<file path="config.mk">
export PLATFORM = sky130hd
export DESIGN_NAME = alu_mult_ctrl_flat
export DESIGN_NICKNAME = d
export VERILOG_FILES = /design/src/rtl/alu_mult_ctrl_if.sv /design/src/rtl/alu_mult_ctrl.sv /design/src/flat_wrapper.sv
export SDC_FILE = /design/constraint.sdc
export NUM_CORES = 1
export LEC_CHECK = 0
export ABC_AREA = 1
export CORE_ASPECT_RATIO = 0.8
export CORE_UTILIZATION = 40
export CTS_CLUSTER_DIAMETER = 30
export DETAILED_ROUTE_END_ITERATION = 10
export PLACE_DENSITY_LB_ADDON = 0.3
export SYNTH_ARGS = -nofsm -noshare
export SYNTH_HDL_FRONTEND = slang
export SYNTH_SLANG_ARGS = --single-unit
</file>
<file path="constraint.sdc">
create_clock -name clock -period 5.1 [get_ports clock]
set_clock_uncertainty 0.15 [all_clocks]
set_input_delay 1.02 -clock clock [delete_from_list [all_inputs] [get_ports clock]]
set_output_delay 1.02 -clock clock [all_outputs]
set_load 0.02 [all_outputs]
</file>
<file path="src/rtl/alu_mult_ctrl_if.sv">
// Bundle between the EX stage, the shared Alu and the multiply sequencer.
// The sequencer takes the slave side; the pipeline/ALU environment takes the master side.
interface alu_mult_ctrl_if;
    logic        start;
    logic        signed_op;
    logic        cancel;
    logic [31:0] rs_val;
    logic [31:0] rt_val;
    logic [31:0] alu_out;
    logic [31:0] alu_a;
    logic [31:0] alu_b;
    logic [2:0]  alu_op;
    logic        alu_unsig;
    logic        alu_sel;
    logic        busy;
    logic        done;
    logic [31:0] hi;
    logic [31:0] lo;

    modport master (
        output start, signed_op, cancel, rs_val, rt_val, alu_out,
        input  alu_a, alu_b, alu_op, alu_unsig, alu_sel, busy, done, hi, lo
    );

    modport slave (
        input  start, signed_op, cancel, rs_val, rt_val, alu_out,
        output alu_a, alu_b, alu_op, alu_unsig, alu_sel, busy, done, hi, lo
    );
endinterface

</file>
<file path="src/rtl/alu_mult_ctrl.sv">
// MULT/MULTU sequencer: borrows the shared 32-bit Alu for a 32-cycle shift-and-add
// multiply, with sign handling done by ALU negations so no private adder exists.
module alu_mult_ctrl (
    input logic           clock,
    input logic           reset_n,
    alu_mult_ctrl_if.slave bus
);

    localparam logic [2:0] S_IDLE    = 3'd0;
    localparam logic [2:0] S_NEG_A   = 3'd1;
    localparam logic [2:0] S_NEG_B   = 3'd2;
    localparam logic [2:0] S_ITER    = 3'd3;
    localparam logic [2:0] S_FIX_LO  = 3'd4;
    localparam logic [2:0] S_FIX_HI1 = 3'd5;
    localparam logic [2:0] S_FIX_HI2 = 3'd6;
    localparam logic [2:0] S_DONE    = 3'd7;

    localparam logic [2:0] OP_AND = 3'b000;
    localparam logic [2:0] OP_ADD = 3'b010;
    localparam logic [2:0] OP_NOR = 3'b100;
    localparam logic [2:0] OP_SUB = 3'b110;

    logic [2:0]  state_q,  state_d;
    logic [31:0] mcand_q,  mcand_d;
    logic [31:0] acc_hi_q, acc_hi_d;
    logic [31:0] acc_lo_q, acc_lo_d;
    logic        neg_res_q, neg_res_d;
    logic [4:0]  cnt_q,    cnt_d;
    logic [31:0] hi_q,     hi_d;
    logic [31:0] lo_q,     lo_d;

    logic        carry;

    // ALU operand steering; the ALU result comes back on alu_out in the same cycle.
    always_comb begin
        // NOTE: every output gets a default before the case so no latch is inferred.
        bus.alu_sel = 1'b0;
        bus.alu_a   = '0;
        bus.alu_b   = '0;
        bus.alu_op  = OP_AND;
        unique case (state_q)
            S_NEG_A: begin
                bus.alu_sel = 1'b1;
                bus.alu_op  = OP_SUB;
                bus.alu_b   = mcand_q;
            end
            S_NEG_B: begin
                bus.alu_sel = 1'b1;
                bus.alu_op  = OP_SUB;
                bus.alu_b   = acc_lo_q;
            end
            S_ITER: begin
                bus.alu_sel = 1'b1;
                bus.alu_op  = OP_ADD;
                bus.alu_a   = acc_hi_q;
                bus.alu_b   = acc_lo_q[0] ? mcand_q : '0;
            end
            S_FIX_LO: begin
                bus.alu_sel = 1'b1;
                bus.alu_op  = OP_SUB;
                bus.alu_b   = acc_lo_q;
            end
            S_FIX_HI1: begin
                bus.alu_sel = 1'b1;
                bus.alu_op  = OP_NOR;
                bus.alu_a   = acc_hi_q;
                bus.alu_b   = acc_hi_q;
            end
            S_FIX_HI2: begin
                bus.alu_sel = 1'b1;
                bus.alu_op  = OP_ADD;
                bus.alu_a   = acc_hi_q;
                bus.alu_b   = {31'b0, (acc_lo_q == '0)};
            end
            default: ;
        endcase
    end

    assign bus.alu_unsig = bus.alu_sel;
    assign bus.busy      = (state_q != S_IDLE);
    assign bus.done      = (state_q == S_DONE);
    assign bus.hi        = hi_q;
    assign bus.lo        = lo_q;

    // An unsigned add wrapped around exactly when the sum is below an addend.
    assign carry = (bus.alu_out < acc_hi_q);

    always_comb begin
        state_d   = state_q;
        mcand_d   = mcand_q;
        acc_hi_d  = acc_hi_q;
        acc_lo_d  = acc_lo_q;
        neg_res_d = neg_res_q;
        cnt_d     = cnt_q;
        hi_d      = hi_q;
        lo_d      = lo_q;

        unique case (state_q)
            S_IDLE: begin
                if (bus.start) begin
                    mcand_d   = bus.rs_val;
                    acc_lo_d  = bus.rt_val;
                    acc_hi_d  = '0;
                    cnt_d     = '0;
                    neg_res_d = bus.signed_op & (bus.rs_val[31] ^ bus.rt_val[31]);
                    if (bus.signed_op && bus.rs_val[31]) begin
                        state_d = S_NEG_A;
                    end else if (bus.signed_op && bus.rt_val[31]) begin
                        state_d = S_NEG_B;
                    end else begin
                        state_d = S_ITER;
                    end
                end
            end
            S_NEG_A: begin
                mcand_d = bus.alu_out;
                // NEG_A implies a signed op, so acc_lo's untouched sign bit is rt's sign.
                state_d = acc_lo_q[31] ? S_NEG_B : S_ITER;
            end
            S_NEG_B: begin
                acc_lo_d = bus.alu_out;
                state_d  = S_ITER;
            end
            S_ITER: begin
                {acc_hi_d, acc_lo_d} = {carry, bus.alu_out, acc_lo_q[31:1]};
                cnt_d = cnt_q + 5'd1;
                if (cnt_q == 5'd31) begin
                    state_d = neg_res_q ? S_FIX_LO : S_DONE;
                end
            end
            S_FIX_LO: begin
                acc_lo_d = bus.alu_out;
                state_d  = S_FIX_HI1;
            end
            S_FIX_HI1: begin
                acc_hi_d = bus.alu_out;
                state_d  = S_FIX_HI2;
            end
            S_FIX_HI2: begin
                acc_hi_d = bus.alu_out;
                state_d  = S_DONE;
            end
            S_DONE: begin
                state_d = S_IDLE;
            end
            default: begin
                state_d = S_IDLE;
            end
        endcase

        if (bus.cancel && (state_q != S_IDLE)) begin
            state_d = S_IDLE;
        end

        // The architectural result is committed only on a real arrival at DONE.
        if ((state_d == S_DONE) && (state_q != S_DONE)) begin
            hi_d = acc_hi_d;
            lo_d = acc_lo_d;
        end
    end

    always_ff @(posedge clock) begin
        // NOTE: synchronous reset sampled on the clock edge; there are no memories,
        // so every register including hi/lo is cleared here.
        if (!reset_n) begin
            state_q   <= S_IDLE;
            mcand_q   <= '0;
            acc_hi_q  <= '0;
            acc_lo_q  <= '0;
            neg_res_q <= 1'b0;
            cnt_q     <= '0;
            hi_q      <= '0;
            lo_q      <= '0;
        end else begin
            state_q   <= state_d;
            mcand_q   <= mcand_d;
            acc_hi_q  <= acc_hi_d;
            acc_lo_q  <= acc_lo_d;
            neg_res_q <= neg_res_d;
            cnt_q     <= cnt_d;
            hi_q      <= hi_d;
            lo_q      <= lo_d;
        end
    end

endmodule

</file>
<file path="src/flat_wrapper.sv">
// flat-port wrapper written by rule: the top's interface ports become plain ports
module alu_mult_ctrl_flat 
  (clock, reset_n, bus_start, bus_signed_op, bus_cancel, bus_rs_val, bus_rt_val, bus_alu_out, bus_alu_a, bus_alu_b, bus_alu_op, bus_alu_unsig, bus_alu_sel, bus_busy, bus_done, bus_hi, bus_lo);
  alu_mult_ctrl_if bus_i ();
  input logic clock;
  input logic reset_n;
  input wire logic [$bits(bus_i.start)-1:0] bus_start;
  input wire logic [$bits(bus_i.signed_op)-1:0] bus_signed_op;
  input wire logic [$bits(bus_i.cancel)-1:0] bus_cancel;
  input wire logic [$bits(bus_i.rs_val)-1:0] bus_rs_val;
  input wire logic [$bits(bus_i.rt_val)-1:0] bus_rt_val;
  input wire logic [$bits(bus_i.alu_out)-1:0] bus_alu_out;
  output wire logic [$bits(bus_i.alu_a)-1:0] bus_alu_a;
  output wire logic [$bits(bus_i.alu_b)-1:0] bus_alu_b;
  output wire logic [$bits(bus_i.alu_op)-1:0] bus_alu_op;
  output wire logic [$bits(bus_i.alu_unsig)-1:0] bus_alu_unsig;
  output wire logic [$bits(bus_i.alu_sel)-1:0] bus_alu_sel;
  output wire logic [$bits(bus_i.busy)-1:0] bus_busy;
  output wire logic [$bits(bus_i.done)-1:0] bus_done;
  output wire logic [$bits(bus_i.hi)-1:0] bus_hi;
  output wire logic [$bits(bus_i.lo)-1:0] bus_lo;
  assign bus_i.start = bus_start;
  assign bus_i.signed_op = bus_signed_op;
  assign bus_i.cancel = bus_cancel;
  assign bus_i.rs_val = bus_rs_val;
  assign bus_i.rt_val = bus_rt_val;
  assign bus_i.alu_out = bus_alu_out;
  assign bus_alu_a = bus_i.alu_a;
  assign bus_alu_b = bus_i.alu_b;
  assign bus_alu_op = bus_i.alu_op;
  assign bus_alu_unsig = bus_i.alu_unsig;
  assign bus_alu_sel = bus_i.alu_sel;
  assign bus_busy = bus_i.busy;
  assign bus_done = bus_i.done;
  assign bus_hi = bus_i.hi;
  assign bus_lo = bus_i.lo;
  alu_mult_ctrl u_core (.clock(clock), .reset_n(reset_n), .bus(bus_i));
endmodule
</file>
Routed metal, one color a layer:
(2 px per um)
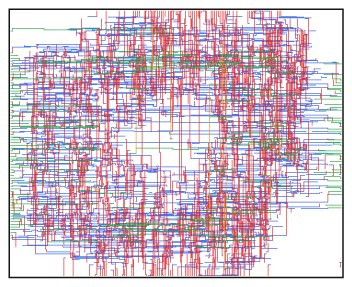
legend:
  blue:
    layer: M1
    wire_length: 14000 um
  red:
    layer: M2
    wire_length: 12900 um
  orange:
    layer: M4
    wire_length: 478 um
  green:
    layer: M3
    wire_length: 2640 um

==> reports/qor.txt <==
Status: finished with violations
Failing checks: design-rule violations
Top cells excl fill/tap: 233 x clkdlybuf4s50_1, 232 x inv_1, 169 x dfxtp_1, 153 x nand2_1, 126 x a21oi_1
Sequential Power: 1.46 mW
Leading cell kind: combinational gates
CORE AREA: 20900 sq um
Filler cells: 1989
Syn Nets: 1318
Crit end category: output port
Flop area: 3380 sq um
Simple-Gate Area Share: 0.142
Final setup viols: 0
Cell mode on critical path: nand2_1
Clock Tree Buf Depth: 2
Cells on worst reg2reg path: 11
Combinational fraction of design power: 0.242
Layout clock area frac: 0.0491
Sink Count: 169
Synth top cells by count: 233 x inv_1, 169 x dfxtp_1, 153 x nand2_1
Met1 Wirelength: 14.0 mm
Insertion Delay late pin: 440 ps
Row count: 47
Worst hold path startpoint: u_core.mcand_q[1]
RSZ-0062 raised after global routing: no
Reg2Reg Capture Point: u_core.bus.hi[16]
Top logic cell by instance count in the layout: clkdlybuf4s50_1
# Post-CTS Setup Buffers: 0
Critical Path Stages: 8
Reg power frac: 0.404
Root Driver: clkbuf_16
Worst Path Buf+Inv: 3
Period minus WS final: 4260 ps
Top Consumer: sequential cells
Cell accounting for the most synthesized area: dfxtp_1
Hold_ws: 299 ps
DP Cell Count: 1623
Non-clock buffers: 248
Crit path DAT: 3090 ps
Io pins: 236
Top logic family: AND-OR/OR-AND gates
Clock share of power: 0.354
Largest net degree at the start of global routing: 87
Vias per inst: 5.42
H-tree depth: 4
Layout Area Growth over Synthesis: 35.3%
First-pass GRT wire length: 46.6 mm
Worst Setup SP: u_core.state_q[1]
Global route hottest layer: met2
Top area cell types: dfxtp_1 39%, inv_1 10%, o221ai_1 9.4%, a21oi_1 7.3%, nand2_1 6.7%
P_clk: 1.28 mW
Antenna violations before repair: 0
Die Y: 133 um
Logic inverters: 238
Area leader share: 0.392
Cells after synthesis: 1184
Non-Filler Instances: 1655
Met2 routed WL: 12.9 mm
Met2 GRT Util: 0.408
Drt pass-1 iters: 8
FFs w/ async S/R, synth: 0
Buffering overhead: 0.211
Tap Cells: 269
CTS buffer count: 17
N_diodes: 0
R2r startpoint: u_core.state_q[1]
Slew headroom: 0.251
Final Core Density: 0.557
Input/output buffers: 234
Register-to-register setup slack: 1680 ps
DRC Markers: 9
Post-DP Area: 11100 sq um
Floorplan Utilization: 0.412
Maximum vdd drop: 232 uV
Synth top cell by count: inv_1
Unique masters post-synth: 34
Worst Setup EP: bus_alu_b[29]
Sum Neg Setup Slack: 0 ps
HPWL Detailed: 20.9 mm
Vias in the first global route: 8594
Post-CTS Hold Fix Bufs: 0
DR WL/cell: 18.1 um
Total Routed Length: 30.0 mm
Mux cell area share after synthesis: 0
Sequential element share of the synthesized area: 0.392
Max stage delay on crit path: 700 ps
Leak pwr: 4.68 nW
Met3 capacity usage during global routing: 0.0657
Floorplan with the power grid:
(2 px per um) Pins as bars on the die edge. Tap cells in gray.
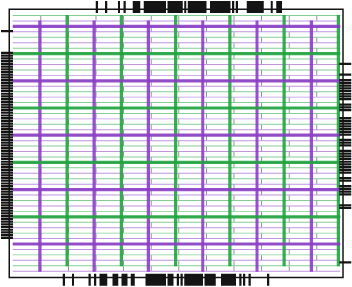
legend:
  green:
    net: VDD
  purple:
    net: VSS
tap cells: 269
met5 straps: 9
met4 straps: 12
signal pins: 236

Power is estimated from default activity; no workload was simulated.
